### src/rtl/eth_frame_tx.sv
// Ethernet II frame builder: header + payload + zero pad to MIN_FRAME_LEN, FCS left to the MAC.
// Optional inter-frame gap hold-off enabled by defining FRAME_TX_IFG_EN.
module eth_frame_tx #(
  parameter logic [47:0] LOCAL_MAC     = 48'h00_0A_35_00_01_02,
  parameter int          MIN_FRAME_LEN = 60
`ifdef FRAME_TX_IFG_EN
  ,
  parameter int          IFG_CYCLES    = 12
`endif
) (
  input  logic        logic_clk,
  input  logic        logic_rst,
  input  logic [47:0] hdr_dst_mac_in,
  input  logic [15:0] hdr_type_in,
  input  logic        hdr_valid_in,
  output logic        hdr_ready_out,
  input  logic [7:0]  pay_tdata_in,
  input  logic        pay_tvalid_in,
  output logic        pay_tready_out,
  input  logic        pay_tlast_in,
  output logic [7:0]  mac_tdata_out,
  output logic        mac_tvalid_out,
  input  logic        mac_tready_in,
  output logic        mac_tlast_out,
  output logic        frame_busy_out
);

  typedef enum logic [2:0] {
    IDLE,
    HEADER,
    PAYLOAD,
    PAD,
    DONE,
    IFG
  } state_t;

  state_t      state;
  logic [10:0] cnt;
  logic [47:0] dst_mac;
  logic [15:0] eth_type;

`ifdef FRAME_TX_IFG_EN
  localparam int IFG_W = (IFG_CYCLES > 1) ? $clog2(IFG_CYCLES) : 1;
  logic [IFG_W-1:0] ifg_cnt;
`endif

  logic        mac_fire;
  logic [11:0] cnt_plus_one;
  logic        len_ok;
  logic        pad_last;
  logic [7:0]  hdr_byte;

  assign mac_fire     = mac_tvalid_out && mac_tready_in;
  assign cnt_plus_one = {1'b0, cnt} + 12'd1;
  assign len_ok       = cnt_plus_one >= 12'(MIN_FRAME_LEN);
  assign pad_last     = cnt == 11'(MIN_FRAME_LEN - 1);

  // Header byte selection; the counter doubles as the header byte index.
  always_comb begin
    hdr_byte = 8'h00;
    case (cnt[3:0])
      4'd0:  hdr_byte = dst_mac[47:40];
      4'd1:  hdr_byte = dst_mac[39:32];
      4'd2:  hdr_byte = dst_mac[31:24];
      4'd3:  hdr_byte = dst_mac[23:16];
      4'd4:  hdr_byte = dst_mac[15:8];
      4'd5:  hdr_byte = dst_mac[7:0];
      4'd6:  hdr_byte = LOCAL_MAC[47:40];
      4'd7:  hdr_byte = LOCAL_MAC[39:32];
      4'd8:  hdr_byte = LOCAL_MAC[31:24];
      4'd9:  hdr_byte = LOCAL_MAC[23:16];
      4'd10: hdr_byte = LOCAL_MAC[15:8];
      4'd11: hdr_byte = LOCAL_MAC[7:0];
      4'd12: hdr_byte = eth_type[15:8];
      4'd13: hdr_byte = eth_type[7:0];
      default: hdr_byte = 8'h00;
    endcase
  end

  // Outputs decode from registered state; PAYLOAD is a straight pass-through.
  always_comb begin
    hdr_ready_out  = 1'b0;
    pay_tready_out = 1'b0;
    mac_tvalid_out = 1'b0;
    mac_tlast_out  = 1'b0;
    mac_tdata_out  = 8'h00;
    frame_busy_out = 1'b0;
    case (state)
      IDLE: hdr_ready_out = 1'b1;
      HEADER: begin
        mac_tvalid_out = 1'b1;
        mac_tdata_out  = hdr_byte;
        frame_busy_out = 1'b1;
      end
      PAYLOAD: begin
        mac_tvalid_out = pay_tvalid_in;
        mac_tdata_out  = pay_tdata_in;
        mac_tlast_out  = pay_tlast_in && len_ok;
        pay_tready_out = mac_tready_in;
        frame_busy_out = 1'b1;
      end
      PAD: begin
        mac_tvalid_out = 1'b1;
        mac_tlast_out  = pad_last;
        frame_busy_out = 1'b1;
      end
      default: ;
    endcase
  end

  always_ff @(posedge logic_clk) begin
    if (logic_rst) begin
      state    <= IDLE;
      cnt      <= 11'd0;
      dst_mac  <= 48'h0;
      eth_type <= 16'h0;
`ifdef FRAME_TX_IFG_EN
      ifg_cnt  <= '0;
`endif
    end else begin
      if (mac_fire && cnt != 11'h7FF)
        cnt <= cnt + 11'd1;
      case (state)
        IDLE: begin
          if (hdr_valid_in) begin
            dst_mac  <= hdr_dst_mac_in;
            eth_type <= hdr_type_in;
            cnt      <= 11'd0;
            state    <= HEADER;
          end
        end
        HEADER: begin
          if (mac_fire && cnt == 11'd13)
            state <= PAYLOAD;
        end
        PAYLOAD: begin
          if (mac_fire && pay_tlast_in)
            state <= len_ok ? DONE : PAD;
        end
        PAD: begin
          if (mac_fire && pad_last)
            state <= DONE;
        end
        DONE: begin
`ifdef FRAME_TX_IFG_EN
          ifg_cnt <= IFG_W'(IFG_CYCLES - 1);
          state   <= IFG;
`else
          state   <= IDLE;
`endif
        end
`ifdef FRAME_TX_IFG_EN
        IFG: begin
          if (ifg_cnt == '0)
            state <= IDLE;
          else
            ifg_cnt <= ifg_cnt - 1'b1;
        end
`endif
        default: state <= IDLE;
      endcase
    end
  end

endmodule

### config.mk
export PLATFORM = sky130hd
export DESIGN_NAME = eth_frame_tx
export DESIGN_NICKNAME = d
export VERILOG_FILES = /design/src/rtl/eth_frame_tx.sv
export SDC_FILE = /design/constraint.sdc
export NUM_CORES = 1
export LEC_CHECK = 0
export CELL_PAD_IN_SITES_DETAIL_PLACEMENT = 0
export CELL_PAD_IN_SITES_GLOBAL_PLACEMENT = 1
export CORE_MARGIN = 10
export CORE_UTILIZATION = 38
export DETAILED_ROUTE_END_ITERATION = 6
export PLACE_DENSITY = 0.81
export SKIP_LAST_GASP = 1
export SLEW_MARGIN = 10
export SYNTH_ARGS = -nofsm -noshare
export SYNTH_HDL_FRONTEND = slang
export SYNTH_SLANG_ARGS = --single-unit
### constraint.sdc
create_clock -name logic_clk -period 7.8 [get_ports logic_clk]
set_clock_uncertainty 0.2 [all_clocks]
set_input_delay 1.95 -clock logic_clk [delete_from_list [all_inputs] [get_ports logic_clk]]
set_output_delay 1.95 -clock logic_clk [all_outputs]
set_load 0.005 [all_outputs]
Figure 1. Logic cells by family.
The bar under the picture is 20 µm long.
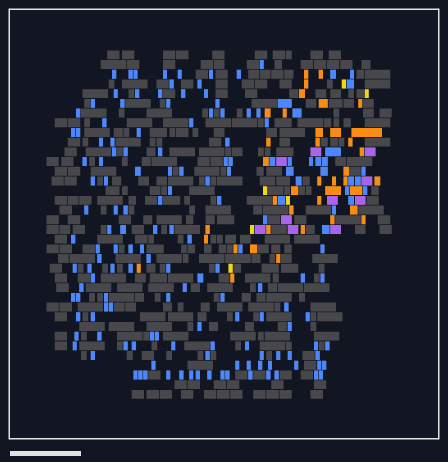
Blue is nand cells, cells 160. Yellow is inv cells, cells 6. Orange is nor cells, cells 39. Purple is xor and xnor cells, cells 10, where right middle.
Non-Filler Instances: 702
Commonest Layout Cell: nand2_1
logic share of the area: 41.5%

Figure 2. Cell sizes after repair.
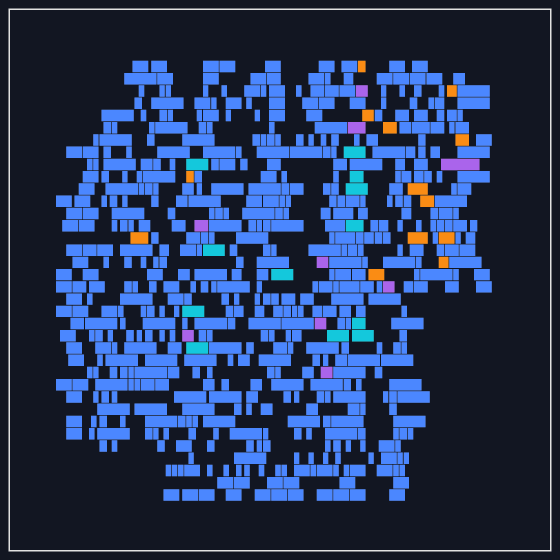
Cyan is _6 and larger, cells 12, share 2.1%, most used clkbuf_8. Purple is _3 and _4 cells, cells 9, share 1.6%, most used buf_4. Blue is _0 and _1 cells, cells 535, share 94%, most used nand2_1. Orange is _2 cells, cells 13, share 2.3%.

Figure 3. Signal wires on met3.
Cells faint in the background.
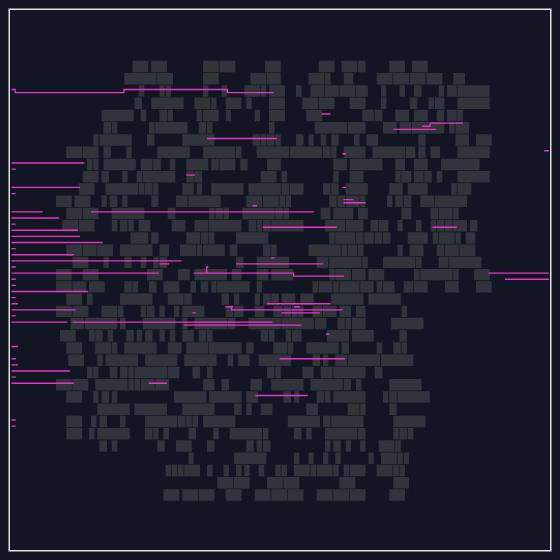
54 nets have wire on it. The layer carries 667 µm of wire. The layer holds 5.8% of the routed length. The longest straight run is 49.2 µm. The wires run mostly horizontal.
drt total wl: 11600 µm
DR vias: 3659

Figure 4. Routing congestion.
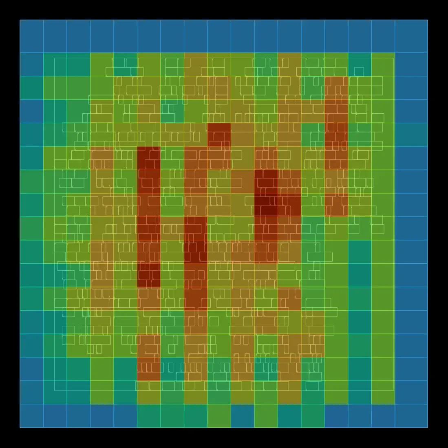
Most Crowded Layer GR: met2
GRT Overall Usage: 15.7%
WL/cell: 16.5 µm

==> metrics.cfg <==
[power_and_ir_drop]
top_power_group = sequential cells
powerClk_w = 0.000283
p_clk_share_pct = 24.9

[place]
pre_cts_ws_ns = 2.22

[worst_setup_path]
path_depth = 8

[yosys]
synthArstFlopShare_pct = 0
common_cells = 142 x nand2_1, 78 x a21oi_1, 78 x dfxtp_1, 25 x nor2_1, 23 x clkbuf_1
yosysChipArea_um2 = 3800

[final_timing]
worst_hold_slack_ns = 0.257
max_freq_ghz = 0.178
slew_headroom_pct = 28.0
setup_tns_ns = 0

[global_routing]
grt_max_degree = 69
grt_pass1_wl_um = 18400
met3_usage_pct = 3.89

[drt]
wl_met3_um = 666

[final_layout]
largest-register = dst_mac
clkbuf_count = 9

[run_status]
status = completed

[min_path]
holdPathEnd = dst_mac[16]

